[config.mk]
export PLATFORM = sky130hd
export DESIGN_NAME = iso7816_char_tx
export DESIGN_NICKNAME = d
export VERILOG_FILES = /design/src/rtl/iso7816_char_tx.sv
export SDC_FILE = /design/constraint.sdc
export NUM_CORES = 1
export LEC_CHECK = 0
export ABC_CLOCK_PERIOD_IN_PS = 4700
export CAP_MARGIN = 20
export CORE_MARGIN = 5
export CORE_UTILIZATION = 35
export DETAILED_ROUTE_END_ITERATION = 8
export PLACE_DENSITY = 0.64
export SLEW_MARGIN = 20
export SYNTH_ARGS = -nofsm -noshare
export SYNTH_HDL_FRONTEND = slang
export SYNTH_SLANG_ARGS = --single-unit
[constraint.sdc]
create_clock -name clk -period 4.7 [get_ports clk]
set_input_delay 0.94 -clock clk [delete_from_list [all_inputs] [get_ports clk]]
set_output_delay 0.94 -clock clk [all_outputs]
set_load 0.01 [all_outputs]
[src/rtl/iso7816_char_tx.sv]
// ISO7816-3 T=0 character transmitter: start bit, 8 data bits, parity, guard time.
// Define ISO7816_TX_ERROR_CHECK_EN to enable error-signal sampling and retransmission.
module iso7816_char_tx #(
  parameter int unsigned ETU_WIDTH   = 16,
  parameter int unsigned GUARD_WIDTH = 8,
  parameter int unsigned MAX_RETRY   = 4
) (
  input  logic                   clk,
  input  logic                   nReset,
  input  logic [ETU_WIDTH-1:0]   clocksPerEtu,
  input  logic [GUARD_WIDTH-1:0] extraGuard,
  input  logic                   inverseConv,
  input  logic [7:0]             dataIn,
  input  logic                   startTx,
  output logic                   txReady,
  output logic                   serialOut,
  input  logic                   serialIn,
  output logic                   txDone,
  output logic                   txError,
  output logic [2:0]             retryCount
);

  // Wide enough to count up to ETU 11 + the largest extraGuard.
  localparam int unsigned IdxWidth = ((GUARD_WIDTH > 4) ? GUARD_WIDTH : 4) + 1;

  typedef enum logic [2:0] {StIdle, StSend, StCheck, StRecover, StGuard} stateT;

  stateT                  stateQ, stateD;
  logic [ETU_WIDTH-1:0]   etuCntQ, etuCntD;
  logic [IdxWidth-1:0]    bitIdxQ, bitIdxD;
  logic [ETU_WIDTH-1:0]   cpeQ, cpeD;
  logic [GUARD_WIDTH-1:0] guardQ, guardD;
  logic                   invQ, invD;
  logic [7:0]             dataQ, dataD;
  logic                   doneQ, doneD;
  logic                   errorQ, errorD;
  logic                   etuLast;
  logic [IdxWidth-1:0]    guardEnd;
  logic [9:0]             frame;

`ifdef ISO7816_TX_ERROR_CHECK_EN
  logic [2:0] retryQ, retryD;
  logic       lineUpQ, lineUpD;
`else
  logic unusedSerialIn;
  assign unusedSerialIn = serialIn;
`endif

  assign etuLast  = (etuCntQ == (cpeQ - ETU_WIDTH'(1)));
  assign guardEnd = IdxWidth'(11) + IdxWidth'(guardQ);

  always_comb begin
    stateD  = stateQ;
    cpeD    = cpeQ;
    guardD  = guardQ;
    invD    = invQ;
    dataD   = dataQ;
    doneD   = 1'b0;
    errorD  = 1'b0;
`ifdef ISO7816_TX_ERROR_CHECK_EN
    retryD  = retryQ;
    lineUpD = lineUpQ;
`endif
    // Free-running ETU tick shared by every non-idle state.
    if (etuLast) begin
      etuCntD = '0;
      bitIdxD = bitIdxQ + IdxWidth'(1);
    end else begin
      etuCntD = etuCntQ + ETU_WIDTH'(1);
      bitIdxD = bitIdxQ;
    end

    unique case (stateQ)
      StIdle: begin
        etuCntD = '0;
        bitIdxD = '0;
        if (startTx) begin
          stateD = StSend;
          cpeD   = clocksPerEtu;
          guardD = extraGuard;
          invD   = inverseConv;
          dataD  = dataIn;
`ifdef ISO7816_TX_ERROR_CHECK_EN
          retryD = '0;
`endif
        end
      end
      StSend: begin
        if (etuLast && (bitIdxQ == IdxWidth'(9))) begin
`ifdef ISO7816_TX_ERROR_CHECK_EN
          stateD = StCheck;
`else
          stateD = StGuard;
`endif
        end
      end
`ifdef ISO7816_TX_ERROR_CHECK_EN
      StCheck: begin
        if ((bitIdxQ == IdxWidth'(11)) && (etuCntQ == '0)) begin
          if (serialIn) begin
            stateD = StGuard;
          end else if (int unsigned'(retryQ) < MAX_RETRY) begin
            stateD  = StRecover;
            lineUpD = 1'b0;
          end else begin
            stateD  = StIdle;
            errorD  = 1'b1;
            etuCntD = '0;
            bitIdxD = '0;
          end
        end
      end
      StRecover: begin
        if (!lineUpQ) begin
          // The cycle the line is seen high counts as the first of the two ETUs.
          bitIdxD = '0;
          etuCntD = serialIn ? ETU_WIDTH'(1) : '0;
          lineUpD = serialIn;
        end else if (etuLast && (bitIdxQ == IdxWidth'(1))) begin
          stateD  = StSend;
          etuCntD = '0;
          bitIdxD = '0;
          retryD  = retryQ + 3'd1;
        end
      end
`endif
      StGuard: begin
        if (etuLast && (bitIdxQ == guardEnd)) begin
          stateD  = StIdle;
          doneD   = 1'b1;
          etuCntD = '0;
          bitIdxD = '0;
        end
      end
      default: begin
        stateD  = StIdle;
        etuCntD = '0;
        bitIdxD = '0;
      end
    endcase
  end

  always_ff @(posedge clk or negedge nReset) begin
    if (!nReset) begin
      stateQ  <= StIdle;
      etuCntQ <= '0;
      bitIdxQ <= '0;
      cpeQ    <= '0;
      guardQ  <= '0;
      invQ    <= 1'b0;
      dataQ   <= '0;
      doneQ   <= 1'b0;
      errorQ  <= 1'b0;
`ifdef ISO7816_TX_ERROR_CHECK_EN
      retryQ  <= '0;
      lineUpQ <= 1'b0;
`endif
    end else begin
      stateQ  <= stateD;
      etuCntQ <= etuCntD;
      bitIdxQ <= bitIdxD;
      cpeQ    <= cpeD;
      guardQ  <= guardD;
      invQ    <= invD;
      dataQ   <= dataD;
      doneQ   <= doneD;
      errorQ  <= errorD;
`ifdef ISO7816_TX_ERROR_CHECK_EN
      retryQ  <= retryD;
      lineUpQ <= lineUpD;
`endif
    end
  end

  // Line levels per bit index; inverse convention sends complemented data MSB first.
  always_comb begin
    frame = '0;
    for (int i = 0; i < 8; i++) begin
      frame[i+1] = invQ ? ~dataQ[7-i] : dataQ[i];
    end
    frame[9] = invQ ? ~(^dataQ) : ^dataQ;
  end

  assign serialOut = (stateQ == StSend) ? frame[bitIdxQ[3:0]] : 1'b1;
  assign txReady   = (stateQ == StIdle);
  assign txDone    = doneQ;

`ifdef ISO7816_TX_ERROR_CHECK_EN
  assign txError    = errorQ;
  assign retryCount = retryQ;
`else
  assign txError    = 1'b0;
  assign retryCount = 3'd0;
  logic unusedError;
  assign unusedError = errorQ;
`endif

endmodule

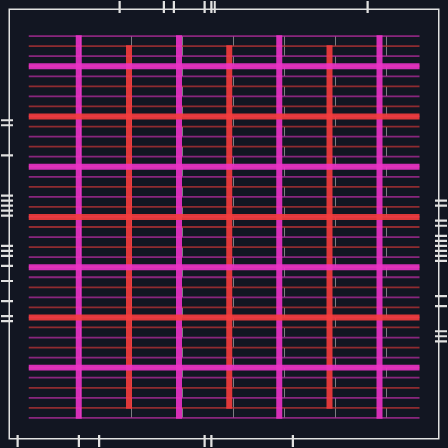
*Supply network, run 1*
Pins as bars on the die edge. Tap cells in gray.
[red] VDD
[magenta] VSS
met5 straps: 7
met1 rails: 39
tap cells: 140
rows: 38
horizontal die dimension: 116 um
core area: 0.0109 mm2
worst-case vdd ir drop: 132 uV

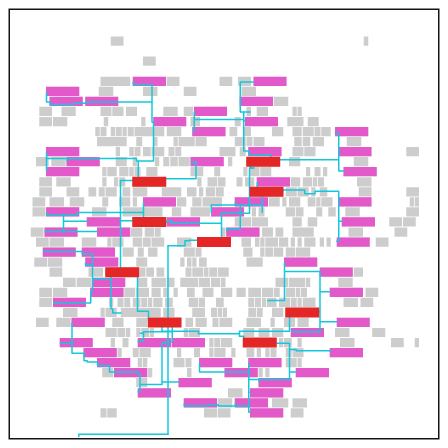
*Routed clock nets over the placement, run 1*
[cyan] clock wires | length: 879 um
[red] clock-net drivers | count: 9
[magenta] flip-flops | count: 61
routed clock nets: 10

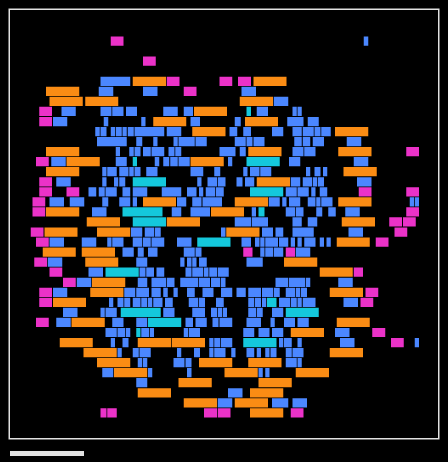
*Cells colored by class, run 1*
Scale bar: 20 um.
[magenta] remaining buffers and delay cells | cells: 42 | share of their area: 9.0%
[blue] remaining logic cells | cells: 312 | share of their area: 50%
[orange] registers | cells: 61 | share of their area: 34%
[cyan] clock drivers and dummy loads | cells: 16 | share of their area: 6.9%

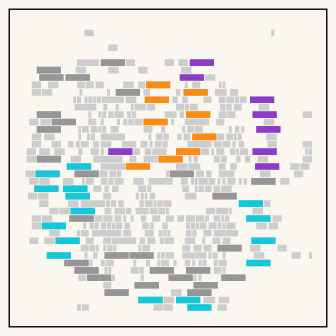
*Where the registers sit, run 1*
Other sequential cells in the stronger gray, the rest of the logic in the fainter gray.
[cyan] cpeQ | placed flops: 16
[orange] bitIdxQ | placed flops: 9
[purple] guardQ | placed flops: 8
not colored: 28

==> run notes, run 1 <==
Notes on the flow run.

- Per STA, the library cell used most along the worst path is or4_1.
- The synthesis run shows the most used standard cells to be dfrtp_1 (61), mux2_2 (34), nor2_1 (28).
- The endpoint of the lowest-slack register-to-register path is bitIdxQ[5], for reference.
- The arithmetic-cell share of the synthesized area counting full adders, half adders and majority gates is 2.55%, for reference.
- The type of the most critical hold path is reg2reg, for reference.
- Post-CTS repair changed the size of 0 cells.
- For this design the total switching power over the nets is 0.244 mW.
- The number of top-level pins is 44, for reference.
- Per the post-synthesis stats, the area per cell is 9.98 um2.
- The sequential-to-total area share from yosys stat is 38.9%, for reference.
- The type of destination of the critical path is a register, for reference.
- CTS saw 61 sinks.
- The final max-slew violation count recorded for this run is 0.
- In the final timing run, aggregate negative setup slack is 0 ps.
- The number of placed instances with taps included is 555, for reference.
- For the worst setup path, the data required time is 4920 ps.
- The number of clock buffers added by TritonCTS is 9.
- The antenna cell count is 0, for reference.
- The clock latency on the worst-skew pair is 330 ps, for reference.
- The final wirelength is 8500 um, for reference.
- The number of H-tree levels is 3, for reference.
- The finished design was reported to have a net count of 471.
- The area after detailed placement is 0.00437 mm2, for reference.
- The script logs the ratio of routed vias to standard cells as 5.33.
- The number of synthesized register bits is 61, for reference.
- In this run the biggest area consumer among cell types represents 38.9% of the synthesized area.
- The critical path starts at cpeQ[0].
- The stat command in Yosys gives a chip area of 0.00392 mm2.
- The number of cells traversed by the worst hold path is 1, for reference.
- The internal power is 1.01 mW, for reference.
- For this run, design rule violations remaining after detail routing come to 0.
- The longest individual stage delay on the worst path is 680 ps, for reference.
- RePlAce ended its routability-driven mode at a weighted congestion of 0.821.
- The sequential cell fraction of total power is 41.8%, for reference.
- Once layout is complete, the cells apart from fillers number 571.
- The worst setup path is of the reg2reg kind.
- The fmax is 260 MHz, for reference.
- Per the timing report, the biggest fanout along the worst path comes to 20.
- The flow ran to the end, and the final reports show no timing, DRC or antenna violations.
- Per the final timing report, the hold violations number 0.
==> run 1: cells in the final DEF (no fill, tap or decap), drive strengths merged, types with 10 or more instances in the layout <==
cell type	netlist	layout
nand2	27	27
xnor2	26	26
dfrtp	61	61
nand3	15	15
inv	17	17
xor2	19	19
nor3	10	10
clkdlybuf4s50	0	37
mux2	34	34
clkbuf	6	12
o21ai	11	11
nor2	28	28
==> run 1: kinds of logic (layout without fill, tap and decap cells) <==
group,Yosys count,in the layout
buffers and inverters,42,77
AND/OR/NAND/NOR,136,136
AND-OR/OR-AND,62,62
XOR/XNOR,46,46
flip-flops,61,61
other,1,4
adder cells (fa/ha/maj),8,8
multiplexers,37,37
==> run 1: worst min-delay path by stage <==
stage	from	to	slack, ps
5_1_grt	cpeQ[15]	cpeQ[15]	550
4_1_cts	cpeQ[15]	cpeQ[15]	530
3_3_place_gp	cpeQ[15]	cpeQ[15]	520
6_report	cpeQ[15]	cpeQ[15]	530
3_5_place_dp	cpeQ[15]	cpeQ[15]	520
2_1_floorplan	etuCntQ[0]	etuCntQ[0]	490
==> run 1: state kept, by name, indices dropped and copies added, names as in the netlist <==
name     flops
dataQ        8
invQ         1
stateQ       2
etuCntQ     16
txDone       1
bitIdxQ      9
cpeQ        16
guardQ       8
==> run 1: critical path: cells and delay by family, from the launching register on <==
| kind | cells | cell delay, ps |
|---|---|---|
| buffers and inverters | 1 | 90 |
| DFF | 1 | 470 |
| and+or+nand+nor | 5 | 2560 |
| adders and majority gates | 1 | 270 |
| AOI/OAI and AO/OA | 2 | 370 |
==> run 1: power by group through the flow <==
stage               clock network (mW)  logic, mW  registers, mW
finish                           0.692     0.0412          0.526
global route                     0.730     0.0463          0.525
CTS                              0.700     0.0429          0.526
detailed placement                   0     0.0427          0.535
global placement                     0     0.0423          0.535
floorplan                            0    0.00456          0.535
==> run 1: area by class of cell <==
class | instances | share of cell area [%]
well taps | 140 | 3.74
clock inverters | 4 | 1.55
multi-input cells | 293 | 46.8
clock buffers | 12 | 5.05
flip-flops and latches | 61 | 32.6
inverters | 19 | 1.52
repair buffers | 42 | 8.66
==> run 1: metal layers <==
metal	global-route usage (%)	routed length (um)	part of all wire, %	up-vias
li1	-	-	-	1484
met1	19.5	4200	49	1470
met2	20.5	3760	44	81
met3	3.03	446	5.2	10
met4	4.18	97	1.1	0
met5	0	0	0	-
==> run 1: per-stage QoR <==
step | setup WS [ps] | utilization (%) | hold slack, ps
detailed placement | 886 | 40.0 | 522
global placement | 921 | 40.0 | 516
finish | 850 | 42.8 | 533
CTS | 860 | 42.8 | 533
global route | 580 | 42.8 | 549
floorplan | 1010 | - | 491
### Track usage over the die, run 1

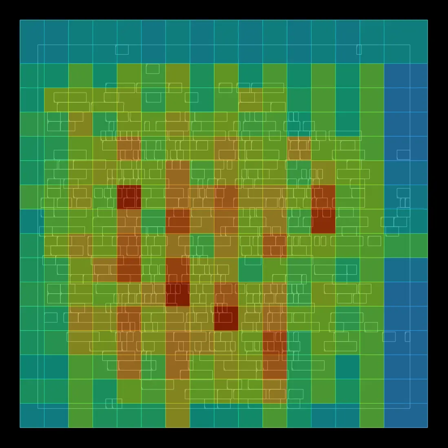

==> run 2: changes to the inputs <==
Settings changed: ABC_CLOCK_PERIOD_IN_PS 4700 to 3600.
Clock period 4.7 ns to 3.6 ns, I/O delays scaled along.
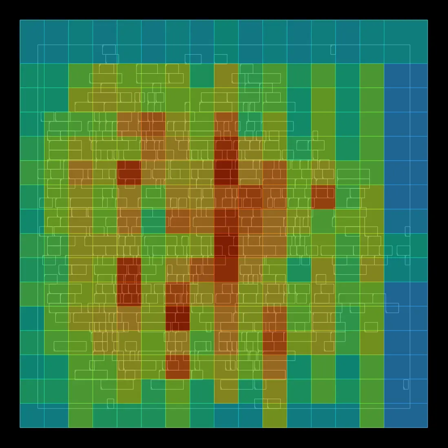
*Track usage over the die, run 2*
average wire per cell in the routed design: 15.9 um
highest-utilization routing layer at the global route stage: met2
met2 demand-to-capacity share in global routing: 23.1%
met3 usage: 3.03%

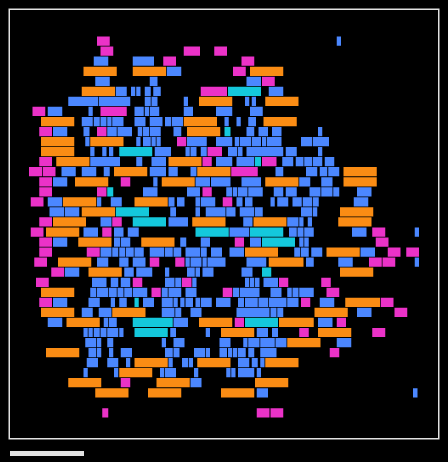
*Cells colored by class, run 2*
Scale bar: 20 um.
[cyan] clock drivers and dummy loads | cells: 15 | share of their area: 5.8%
[magenta] remaining buffers and delay cells | cells: 67 | share of their area: 13%
[orange] registers | cells: 61 | share of their area: 32%
[blue] remaining logic cells | cells: 313 | share of their area: 49%
final instance area: 0.00502 mm2
utilization after layout: 45.9%
flop share of the area: 30.5%
total number of placement rows: 38

==> run 2 against run 1 <==
Effect of this change:
- total power rose by 25%
- clock power increased by about 20%
- global-route usage up 0.70 points
- critical endpoint is now txDone
- core utilization increased by 3.1 points
- largest cell class unchanged
- critical path type unchanged
- area after synthesis did not move
- design area rose by 7.2%
- first-iteration DRC count is 27% lower
- count of clock-buffer cells in the layout down 2
==> run notes, run 2 <==
Notes on the flow run.

- The yosys stat chip area came to 0.00392 mm2 (unchanged).
- The antenna cell count is 0 (unchanged), for reference.
- The worst setup timing slack at the placement stage was -29.6 ps (-915 ps).
- The first global-routing pass estimated 15300 um of wire.
- For this run, asynchronously set or reset flops after synthesis account for 100%.
- The area after detailed placement is 0.00454 mm2 (+3.8%), for reference.
- The final worst hold slack is 308 ps (-226 ps), for reference.
- The number of synthesized register bits is 61 (unchanged), for reference.
- The endpoint of the lowest-slack register-to-register path is txDone, for reference.
- The number of hold-repair buffers added at the cts stage is 0, for reference.
- The top-area cell type share of the netlist area is 38.9% (unchanged), for reference.
- The sequential-to-total area share from yosys stat is 38.9% (unchanged), for reference.
- Per the cell usage report, the commonest logic cells after layout are dfrtp_1 (58), clkdlybuf4s50_1 (36), mux2_2 (34), nand2_1 (27), nor2_1 (27).
- The worst-case reg-to-reg path depth is 9, for reference.
- Looking at the reg2reg group, the worst path starts from cpeQ[1].
- The iteration count of the initial detailed-routing pass is 4, for reference.
- The largest net degree at the start of global routing is 28, for reference.
- The worst path setup slack after routing came to 77.9 ps (-772 ps).
- The worst-path cell with the longest stage delay is or4_2, for reference.
- The remaining max-slew budget at the tightest pin is 52.4%, for reference.
- After synthesis, the design contains 393 cells according to Yosys.
- The mean instance size in the synthesized netlist came to 9.98 um2 (unchanged).
- The critical path in this run is classified as reg2reg.
- The peak supply drop is 237 uV (+80%).
- The die outline width is 116 um (unchanged), for reference.
- The net count reported at finish is 497 (+5.5%), for reference.
- The clock latency on the worst-skew pair is 330 ps (about the same).
- The via density per instance is 5.37 (+0.78%).
- From bottom edge to top edge, the die measures 116 um.
- The chip occupies 0.0134 mm2.
- In the final layout, the registers with the most flip-flops are cpeQ: 16 flops, etuCntQ: 16 flops, bitIdxQ: 9 flops.
- The leading area contributor after synthesis is dfrtp_1, for reference.
- The count of buffer and inverter cells on the critical path is 1 (unchanged), for reference.
- The tally of non-filler cells in the final layout came to 596 (+4.4%).
- The final wirelength came to 9470 um (+11%).
- The number of top-level pins is 44 (unchanged).
- The longest individual stage delay on the worst path was 690 ps (about the same).
- The count of clock tree sinks is 61 (unchanged), for reference.
- The number of H-tree levels is 3 (unchanged), for reference.
- The number of placed instances with taps included came to 571 (+2.9%).
- The final weighted congestion of routability-driven global placement is 0.831 (+1.3%).
- In this design, the critical path's most frequently occurring cell is or4b_4.
- The hold violation count in the final report is 0 (unchanged), for reference.
- The fraction of met1 tracks used by global routing was 19.1% (-0.32 points).
- The most frequent logic cell in the layout is dfrtp_1, for reference.
- The startpoint type of the worst setup path is a register, for reference.
- The count of final max-slew check failures is 0 (unchanged), for reference.
- The flow ran to the end, and the final reports show no timing, DRC or antenna violations.
- The type of the most critical hold path is in2async, for reference.
- Per the CTS log, the root buffer master is clkbuf_16.
- Among cell families on the critical path, the largest total delay comes from simple AND/OR/NAND/NOR gates.
- The number of warnings reported in the yosys synthesis log is 0, for reference.
- Yosys reports that the most numerous cell types are dfrtp_1 (61), mux2_2 (34), nor2_1 (28).
- The maximum net fanout on the critical path is 6 (-70%).
- The fmax is 284 MHz (+9.3%), for reference.
- The number of buffers created by CTS was 9 (unchanged).
- The required arrival time at the worst endpoint is 3860 ps (-1060 ps), for reference.
- The residual DRC count is 0 (unchanged).
- The type of destination of the critical path is a register, for reference.
- The share of the cycle needed by the critical path after routing is 97.8%, for reference.
- The area of the core region was 0.0109 mm2 (unchanged).
run 2: cell counts after synthesis:
No cell type changed its count.
run 2: what timing repair did:
item	CTS	global route
resized	4	24
pin swaps	0	5
setup endpoints to repair	3	13
gates cloned	0	2
setup buffers	0	8
run 2: per-stage QoR:
stage,power (mW),TNS [ps]
4_1_cts,1.59,0
5_1_grt,1.63,-32.8
3_5_place_dp,0.756,-29.6
2_1_floorplan,0.704,0
6_report,1.57,0
3_3_place_gp,0.755,0
run 2: area by class of cell:
cell class / count / area, um2 / area share [%]
clock inverters: 5 / 52.6 / 1.05
well taps: 140 / 175 / 3.49
multi-input cells: 294 / 2310 / 46.1
flip-flops and latches: 61 / 1530 / 30.5
repair buffers: 67 / 641 / 12.8
inverters: 19 / 75.1 / 1.50
clock buffers: 10 / 229 / 4.56
run 2: how the worst max path moves through the flow:
| stage | cells past startpoint | end | slack [ps] | from |
|---|---|---|---|---|
| after global placement | 10 | bitIdxQ[4] | 30 | cpeQ[1] |
| final | 9 | txDone | 80 | cpeQ[1] |
| after global routing | 7 | txDone | -10 | cpeQ[1] |
| after detailed placement | 10 | bitIdxQ[4] | -30 | cpeQ[0] |
| after CTS | 10 | stateQ[2] | 5 | cpeQ[1] |
| after floorplan | 9 | txDone | 60 | cpeQ[3] |
run 2: cells by family (layout without fill, tap and decap cells):
group	after synthesis	after routing	synth area share (%)
AOI/OAI and AO/OA	62	62	11.9
xor gates and xnor gates	46	46	10.6
other	1	4	0.0956
DFF	61	61	38.9
adders and majority gates	8	8	2.55
buffers and inverters	42	101	5.68
and+or+nand+nor	136	137	19.1
muxes	37	37	11.2
run 2: where the power goes:
group / total (mW) / switching [mW] / internal, mW
logic: 0.0556 / 0.0213 / 0.0344
clock network: 0.827 / 0.300 / 0.527
registers: 0.686 / 0 / 0.686
run 2: worst register-to-register path, stage by stage (launching register included):
cell and delay [ps]:
dfrtp_2 410, inv_1 60, ha_2 320, xor2_1 170, o211ai_1 110, or4b_4 490, or4_4 460, or4b_4 600
or4_2 690, nor2_2 130
run 2: metal layers:
| layer | up-vias | part of all wire [%] |
|---|---|---|
| met4 | 0 | 2.1 |
| met3 | 13 | 4.3 |
| met1 | 1585 | 47 |
| met5 | - | 0 |
| met2 | 73 | 47 |
| li1 | 1532 | - |
### Routed clock nets over the placement, run 2

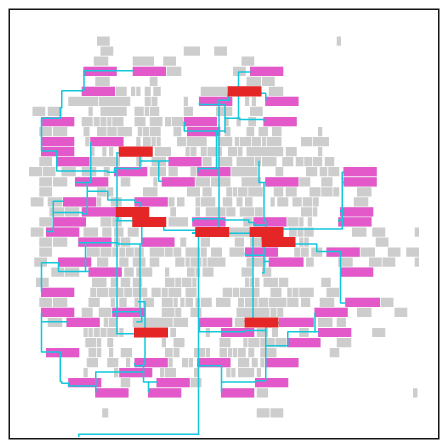

==> run 3: changes to the inputs <==
Settings changed: ABC_CLOCK_PERIOD_IN_PS 3600 to 4450, CELL_PAD_IN_SITES_DETAIL_PLACEMENT from default to 0, CELL_PAD_IN_SITES_GLOBAL_PLACEMENT from default to 1, PLACE_DENSITY 0.64 to 0.76.
Clock period 3.6 ns to 4.45 ns, I/O delays scaled along.
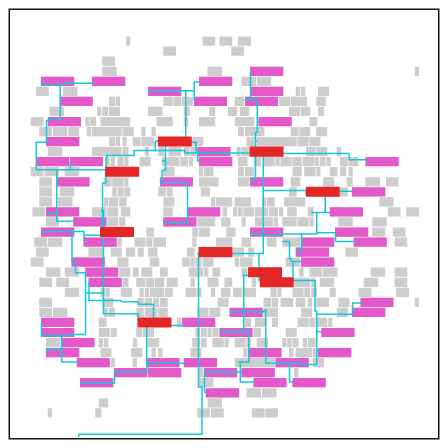
*Routed clock nets over the placement, run 3*
[cyan] clock wires | length: 907 um
[magenta] flip-flops | count: 61
[red] clock-net drivers | count: 9
routed clock nets: 10
Max Clock Skew: 6.97 ps
clk pwr: 0.758 mW

==> run 3 against run 2 <==
Effect of this change:
- synthesized cell count unchanged
- cell count is 4.2% lower
- highest routed layer unchanged
- count of clock-buffer cells in the layout grew 2
- wire length down 9.1%
- combinational power shrank 21%
- global-route usage is 0.21 points lower
- design area fell by 6.4%
==> run notes, run 3 <==
Notes on the flow run.

- The run finished with clean final reports.
- The total chip power is 1.36 mW (-13%), for reference.
- The number of placed instances with taps included was 555 (-2.8%).
- The clock latency on the worst-skew pair is 320 ps (about the same), for reference.
- According to the hold report, the worst path is of the reg2reg type.
- The number of synthesized register bits is 61 (unchanged), for reference.
- The final standard cell area without fillers is 0.00470 mm2 (-6.4%), for reference.
- The number of cell rows came to 38 (unchanged).
- The global routing met3 resource utilization is 2.61% (-0.42 points), for reference.
- The count of clock tree sinks was 61 (unchanged).
- The library cells used most frequently in the layout, excluding fill and tap cells, are dfrtp_1 (61), clkdlybuf4s50_1 (37), mux2_2 (34), nor2_1 (28), nand2_1 (27).
- The most frequent logic cell in the layout is dfrtp_1, for reference.
- The iteration count of the initial detailed-routing pass is 4 (unchanged), for reference.
- The number of buffers added for setup after CTS was 0 (unchanged).
- The worst setup path is captured at a register.
- The number of H-tree levels is 3 (unchanged), for reference.
- The required arrival time at the worst endpoint is 4670 ps (+810 ps).
- The wire length per cell after detailed routing came to 15.1 um (-5.1%).
- The final worst hold slack is 524 ps (+217 ps), for reference.
- The final wirelength is 8610 um (-9.1%), for reference.
- The sequential-to-total area share from yosys stat is 38.9% (unchanged), for reference.
- The peak supply drop is 196 uV (-17%).
- The post-cts sizing count is 0 (-4), for reference.
- The chip area came to 0.0134 mm2 (unchanged).
- The worst-case reg-to-reg path depth came to 9 (unchanged).
- The tree is rooted in a clkbuf_16.
- Looking at area per cell type in the netlist, the leader is dfrtp_1.
- The hold violation count in the final report is 0 (unchanged), for reference.
- The first-pass GRT wire length was 15100 um (-1.2%).
- The count of final max-slew check failures is 0 (unchanged).
- The number of top-level pins is 44 (unchanged), for reference.
- The antenna cell count was 0 (unchanged).
- The share of async-settable or async-resettable flops after synthesis came to 100% (unchanged).
- The top-area cell type share of the netlist area came to 38.9% (unchanged).
- The remaining max-slew budget at the tightest pin is 47.8% (-4.6 points), for reference.
- The worst path setup slack after routing was 523 ps (+445 ps).
- The capture point of the worst register-to-register path is recorded as bitIdxQ[6].
- In this run the worst setup path terminates at bitIdxQ[6].
- The area after detailed placement came to 0.00437 mm2 (-3.7%).
- The number of warnings reported in the yosys synthesis log is 0 (unchanged).
- The yosys stat chip area is 0.00392 mm2 (unchanged), for reference.
- For the worst reg-to-reg path, the startpoint reported by OpenROAD is cpeQ[0].
- The beginning of the critical path is cpeQ[0], for reference.
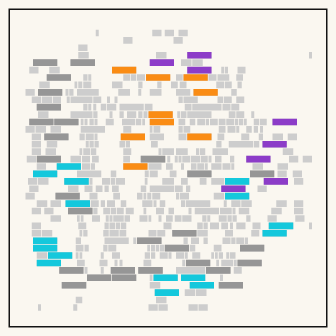
*Where the registers sit, run 3*
Other sequential cells in the stronger gray, the rest of the logic in the fainter gray.
[purple] guardQ | placed flops: 8
[cyan] cpeQ | placed flops: 16
[orange] bitIdxQ | placed flops: 9

-- run 3: netlist changes by cell type in the layout (fill, tap and decap cells not counted), sizes merged --
cell | previous run | this run
buf | 30 | 5
bufinv | 1 | 2
clkbuf | 10 | 12
clkdlybuf4s50 | 36 | 37
clkinvlp | 2 | 0
dlymetal6s2s | 1 | 0
or4b | 3 | 2
-- run 3: worst max-delay path, cell delays in order (launching register included) --
cell and delay (ps):
dfrtp_1 470, inv_1 90, ha_1 270, nor4bb_1 290, o211ai_1 110, or4b_2 620
or4_1 470, or4b_4 680, or4_1 540, a221oi_1 260
-- run 3: layout make-up --
type / count / area, um2 / area share [%]
Clock buffer: 12 / 256 / 5.46
Inverter: 19 / 71.3 / 1.52
Sequential cell: 61 / 1530 / 32.5
Timing Repair Buffer: 42 / 405 / 8.63
Tap cell: 140 / 175 / 3.73
Clock inverter: 4 / 70.1 / 1.49
Multi-Input combinational cell: 293 / 2190 / 46.7
-- run 3: how the worst min path moves through the flow --
stage          slack [ps]          to       start  cells after the start
2_1_floorplan         490  etuCntQ[0]  etuCntQ[0]                      1
3_3_place_gp          520    cpeQ[15]    cpeQ[15]                      1
4_1_cts               530    cpeQ[15]    cpeQ[15]                      1
5_1_grt               540    cpeQ[15]    cpeQ[15]                      1
6_report              520    cpeQ[15]    cpeQ[15]                      1
3_5_place_dp          520    cpeQ[15]    cpeQ[15]                      1
-- run 3: logic make-up (layout without fill, tap and decap cells) --
| logic type | count (synthesis) | after routing | share of synthesized area, % |
|---|---|---|---|
| other | 1 | 4 | 0.0956 |
| multiplexers | 37 | 37 | 11.2 |
| flip-flops | 61 | 61 | 38.9 |
| adder cells (fa/ha/maj) | 8 | 8 | 2.55 |
| buffers and inverters | 42 | 77 | 5.68 |
| XOR/XNOR | 46 | 46 | 10.6 |
| AND/OR/NAND/NOR | 136 | 136 | 19.1 |
| AND-OR/OR-AND | 62 | 62 | 11.9 |
-- run 3: layer usage --
layer | routed length [um] | vias to the layer above | part of all wire, %
li1 | - | 1495 | -
met1 | 4160 | 1492 | 48
met3 | 328 | 9 | 3.8
met2 | 3980 | 62 | 46
met5 | 0 | - | 0
met4 | 145 | 0 | 1.7
-- run 3: report_power, final --
part	switching, mW	leakage, nW	internal, mW	total, mW
Sequential	0	0.833	0.555	0.555
Combinational	0.0165	1.05	0.0272	0.0437
Clock	0.240	0.163	0.519	0.758
Total	0.256	2.04	1.10	1.36
Power is estimated from default activity; no workload was simulated.
